**src/rtl/sample_frame_ctrl.sv**
```systemverilog
// rtl/sample_frame_ctrl.sv - frame sequencer: gates sample strobes into the buffer,
// counts a frame and hands it to the processing engine with a watchdog.
module sample_frame_ctrl #(
  parameter int NUM_CNT_BITS   = 10,
  parameter int FRAME_LEN      = 1000,
  parameter int TIMEOUT_BITS   = 16,
  parameter int TIMEOUT_CYCLES = 50000
) (
  input  logic                    clk,
  input  logic                    rst,
  input  logic                    start,
  input  logic                    abort,
  input  logic                    continuous,
  input  logic                    sample_strobe,
  output logic                    sample_accept,
  output logic [NUM_CNT_BITS-1:0] sample_addr,
  output logic                    one_k_samples,
  output logic                    proc_start,
  input  logic                    proc_done,
  output logic                    busy,
  output logic                    overrun,
  output logic                    timeout_err
);

  typedef enum logic [1:0] {
    S_IDLE,
    S_ACQUIRE,
    S_START_PROC,
    S_WAIT_PROC
  } state_e;

  localparam logic [NUM_CNT_BITS-1:0] CNT_LAST   = NUM_CNT_BITS'(FRAME_LEN - 1);
  localparam logic [TIMEOUT_BITS-1:0] TIMER_LAST = TIMEOUT_BITS'(TIMEOUT_CYCLES - 1);

  state_e                  state_q, state_d;
  logic [NUM_CNT_BITS-1:0] count_q, count_d;
  logic [TIMEOUT_BITS-1:0] timer_q, timer_d;
  logic                    overrun_q, overrun_d;
  logic                    timeout_err_q, timeout_err_d;
  logic                    accept_c;
  logic                    frame_full_c;

  always_comb begin
    state_d       = state_q;
    count_d       = count_q;
    timer_d       = timer_q;
    overrun_d     = overrun_q;
    timeout_err_d = timeout_err_q;
    accept_c      = 1'b0;
    frame_full_c  = 1'b0;

    if (abort && (state_q != S_IDLE)) begin
      state_d = S_IDLE;
      count_d = '0;
    end else begin
      case (state_q)
        S_IDLE: begin
          if (start) begin
            state_d       = S_ACQUIRE;
            count_d       = '0;
            overrun_d     = 1'b0;
            timeout_err_d = 1'b0;
          end
        end
        S_ACQUIRE: begin
          if (sample_strobe) begin
            accept_c = 1'b1;
            if (count_q == CNT_LAST) begin
              count_d = '0;
              state_d = S_START_PROC;
            end else begin
              count_d = count_q + 1'b1;
            end
          end
        end
        S_START_PROC: begin
          frame_full_c = 1'b1;
          timer_d      = '0;
          state_d      = S_WAIT_PROC;
        end
        S_WAIT_PROC: begin
          // proc_done beats expiry when both land in the same cycle
          if (proc_done) begin
            state_d = continuous ? S_ACQUIRE : S_IDLE;
          end else if (timer_q == TIMER_LAST) begin
            timeout_err_d = 1'b1;
            state_d       = S_IDLE;
          end else begin
            timer_d = timer_q + 1'b1;
          end
        end
        default: state_d = S_IDLE;
      endcase
    end

    if (sample_strobe && ((state_q == S_START_PROC) || (state_q == S_WAIT_PROC))) begin
      overrun_d = 1'b1;
    end
  end

  always_ff @(posedge clk) begin
    if (rst) begin
      state_q       <= S_IDLE;
      count_q       <= '0;
      timer_q       <= '0;
      overrun_q     <= 1'b0;
      timeout_err_q <= 1'b0;
    end else begin
      state_q       <= state_d;
      count_q       <= count_d;
      timer_q       <= timer_d;
      overrun_q     <= overrun_d;
      timeout_err_q <= timeout_err_d;
    end
  end

  assign sample_accept = accept_c & ~rst;
  assign sample_addr   = count_q;
  assign one_k_samples = frame_full_c;
  assign proc_start    = frame_full_c;
  assign busy          = (state_q != S_IDLE);
  assign overrun       = overrun_q;
  assign timeout_err   = timeout_err_q;

endmodule

```
**config.mk**
```make
export PLATFORM = sky130hd
export DESIGN_NAME = sample_frame_ctrl
export DESIGN_NICKNAME = d
export VERILOG_FILES = /design/src/rtl/sample_frame_ctrl.sv
export SDC_FILE = /design/constraint.sdc
export NUM_CORES = 1
export LEC_CHECK = 0
export ABC_AREA = 1
export CAP_MARGIN = 15
export CORE_UTILIZATION = 40
export CTS_BUF_LIST = sky130_fd_sc_hd__clkbuf_16
export DETAILED_ROUTE_END_ITERATION = 10
export PLACE_DENSITY = 0.57
export SLEW_MARGIN = 10
export SYNTH_ARGS = -nofsm -noshare
export SYNTH_HDL_FRONTEND = slang
export SYNTH_SLANG_ARGS = --single-unit
```
**constraint.sdc**
```tcl
create_clock -name clk -period 3.5 [get_ports clk]
set_clock_uncertainty 0.15 [all_clocks]
set_input_delay 0.7 -clock clk [delete_from_list [all_inputs] [get_ports clk]]
set_output_delay 0.7 -clock clk [all_outputs]
set_load 0.05 [all_outputs]
```
Run 1, placed cells, one color a class:
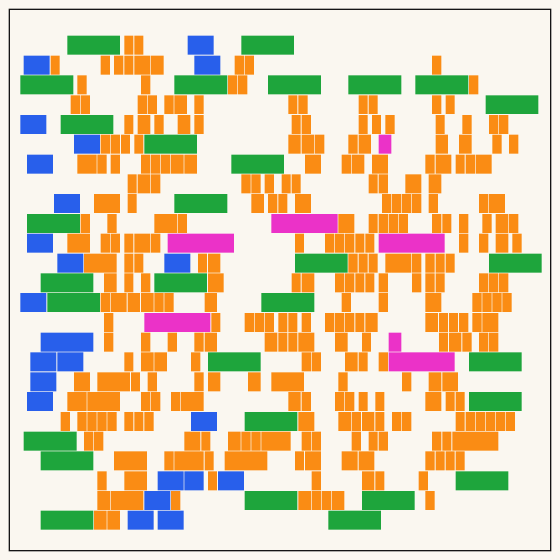
class	color	cells
flops	green	30
combinational and other logic	orange	311
clock drivers and dummy loads	magenta	7
other buffers and delay cells	blue	23

Run 1, met1 routing:
Scale bar: 20 µm. Supply wires on this layer in gray.
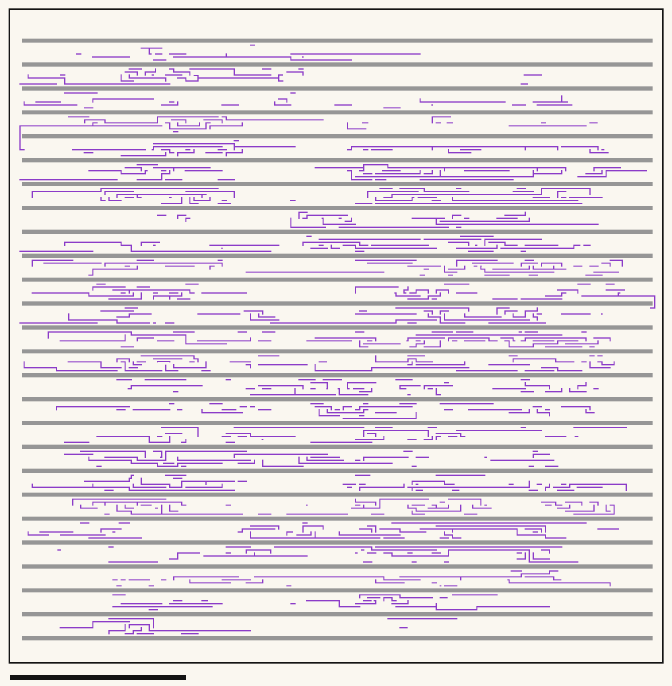
longest straight run	23.5 µm
main direction	horizontal
wire length on this layer	2510 µm
nets with wire on the layer	344
share of all routed wire	52%

==> results.txt, run 1 <==
Clkbuf count - 5
Critical path depth - 5
Simple share - 46.2%
Vias per cell - 4.71
DRC - 0
Total setup buffers inserted after CTS - 0
Post-CTS Hold Fix Bufs - 0
DR vias - 2062
Largest register by flop count - timer_q
Cycle use final - 88.1%
Synth top area share - 28.8%
Logic area - 0.00121 mm²
Post-Synthesis Cells - 350
Final min period - 3080 ps
Post-Synthesis Mean Instance Area - 5.96 µm²
Tapcells - 67
Xor+xnor area frac - 0.840%
Status - complete, no violations
Part of the power in combinational logic - 37.2%
VDD IR-drop max - 0.346 mV
Num rows - 25
Synth Area in Adders - 3.60%
FF/Latch Area - 601 µm²
HP Start - timeout_err
Final instance area - 0.00247 mm²
Startpoint Class - input pin
Psw - 524 µW
Most instantiated logic cells after routing - 102 x nand2_1, 71 x nor2_1, 49 x inv_1, 30 x dfxtp_1, 22 x nand3_1
Clk pin slew, worst setup/hold paths - 50 ps
LEAKAGE - 0.000998 µW
Critical path class - input pin to primary output
Post-synth top area cell - dfxtp_1
Worst Setup EP - one_k_samples
# fillers - 528
Clock-cell share of area - 5.47%
Slew @ Worst Pin - 531 ps
Initial antenna violation count - 0
Sequential share of cell area - 24.3%
CTS Buffer Depth - 2
Flops after synth - 30
Nets - 384
Final wirelength - 4830 µm
Run 1, signal wires on met2:
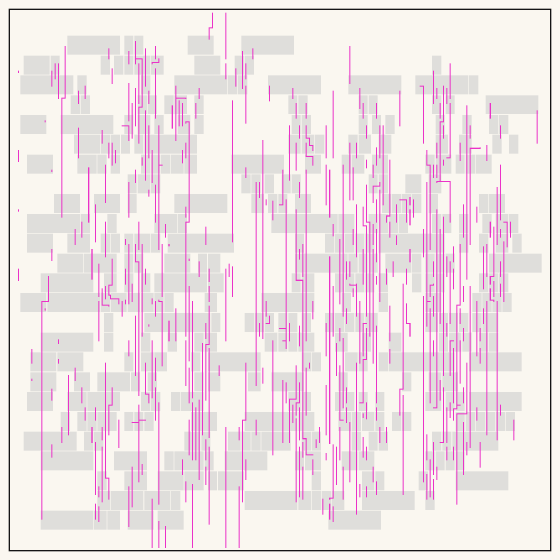
nets with wire on the layer	264
main direction	vertical
wire length on this layer	2120 µm

Run 1, the metal 3 layer:
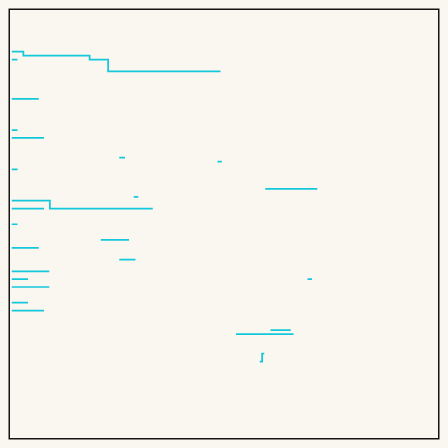
wire length on this layer	142 µm
share of all routed wire	2.9%
nets with wire on the layer	20

-- run 1: Yosys cell counts --
cell type  count
nand4_1       18
and2_1         1
nor3_1         2
o21bai_2       1
buf_6          2
inv_1         49
xor2_1         2
buf_4          2
a21oi_4        1
nand2_1      102
nand2_2        1
nand3_2        2
o2111ai_1      1
nor2_2         1
clkbuf_8       1
ha_1           6
o211ai_1       1
dfxtp_1       30
or2_2          1
o221ai_1       1
nor2_1        71
nand3_1       22
a21oi_1       10
inv_2          3
nand2_4        1
o21ai_1        1
nor3b_1        1
o21ai_0       10
buf_2          3
nand3_4        1
clkbuf_1       1
inv_4          1
-- run 1: per-layer routing --
layer	share of wire, %	up-vias	global-route usage (%)
li1	-	1146	-
met5	0	-	0
met4	1.2	0	6.08
met2	44	29	32.5
met3	2.9	8	4.47
met1	52	879	26.2
==> inputs of run 2 (changes only) <==
CTS_BUF_LIST = sky130_fd_sc_hd__clkbuf_8   (was sky130_fd_sc_hd__clkbuf_16)
CTS_CLUSTER_SIZE = 30   (was unset)
Run 2, signal wires on met2:
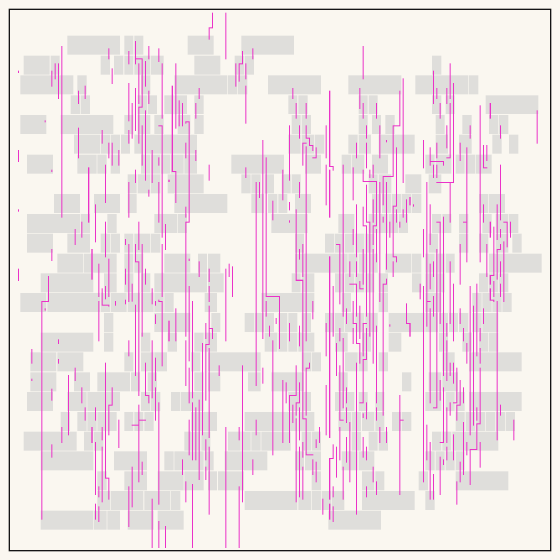
wire length on this layer	2120 µm
nets with wire on the layer	267
share of all routed wire	44%

Run 2, placed cells, one color a class:
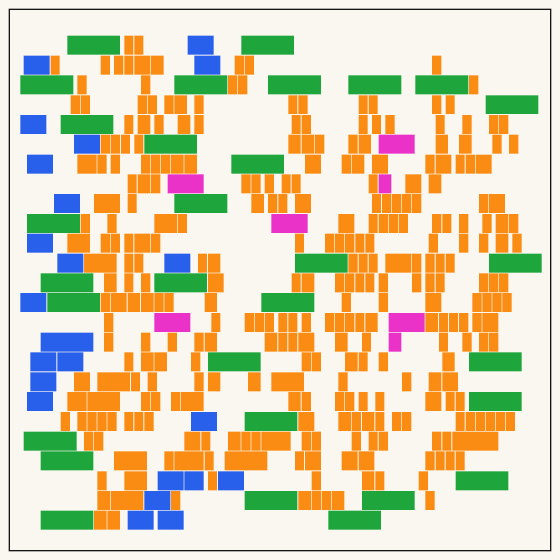
class	color	cells
combinational and other logic	orange	311
flops	green	30
other buffers and delay cells	blue	23
clock drivers and dummy loads	magenta	7

==> run 2 against run 1 <==
Against the previous run:
- via count is 0.15% lower
- non-clock buffer count unchanged
- synthesized cell count stayed put
- critical path type unchanged
- largest cell class unchanged
==> results.txt, run 2 <==
Status - complete, no violations
Total setup buffers inserted after CTS - 0 (unchanged)
Largest register by flop count - timer_q
Post-synth top area cell - dfxtp_1
FF/Latch Area - 601 µm² (unchanged)
M3 GR Usage - 4.47% (unchanged)
Part of the power in combinational logic - 41.4% (+4.2 points)
# fillers - 535 (+1.3%)
FFs w/ async S/R, synth - 0% (unchanged)
Clk pin slew, worst setup/hold paths - 70 ps (+20 ps)
Num rows - 25 (unchanged)
Global-route layer with the greatest usage - met2
HP Start - timeout_err
Post-Synthesis Mean Instance Area - 5.96 µm² (unchanged)
Startpoint Class - input pin
Cycle use final - 88.0% (about the same)
Routed met2 length - 2120 µm (-0.28%)
Slew @ Worst Pin - 527 ps (-4.07 ps)
Final wirelength - 4800 µm (-0.62%)
Top-count cell post-synth - nand2_1
DRC - 0 (unchanged)
CTS Buffer Depth - 2 (unchanged)
Flops after synth - 30 (unchanged)
P_clk - 273 µW
Top FF cell, synth - dfxtp_1
Most instantiated logic cells after routing - 102 x nand2_1, 71 x nor2_1, 49 x inv_1, 30 x dfxtp_1, 22 x nand3_1
Post-Synthesis Cells - 350 (unchanged)
Vias per cell - 4.70 (-0.15%)
DR vias - 2059 (-0.15%)
Post-synth EDFFs - 0 (unchanged)
Final instance area - 0.00242 mm² (-2.3%)
Most frequent cells after synthesis - 102 x nand2_1, 71 x nor2_1, 49 x inv_1, 30 x dfxtp_1, 22 x nand3_1
Highest metal used - met4
Logic area - 0.00121 mm² (unchanged)
Post-CTS Hold Fix Bufs - 0 (unchanged)
Global Route met1 Usage - 26.1% (-0.082 points)
Critical path class - input pin to primary output
Psw - 512 µW (-2.4%)
VDD IR-drop max - 0.311 mV (-10%)
LEAKAGE - 0.000972 µW (-2.6%)
==> run 2: worst max-delay path, delay by kind of cell <==
kind | cells | cell delay [ps]
buffers and inverters | 3 | 1310
and+or+nand+nor | 2 | 220
==> run 2: final cells by class <==
class / instances / share of cell area [%]
sequential: 30 / 24.9
multi-input combinational: 258 / 50.2
inverter: 53 / 8.34
timing repair buffer: 23 / 9.84
clock inverter: 2 / 0.414
clock buffer: 5 / 2.85
tap: 67 / 3.47
==> run 2: cells by family after synthesis <==
logic type                 share of synthesized area [%]
AOI/OAI and AO/OA                                   7.56
and+or+nand+nor                                     46.2
xor gates and xnor gates                           0.840
buffers and inverters                               13.0
adders and majority gates                           3.60
DFF                                                 28.8
Power and IR drop assume default switching activity.
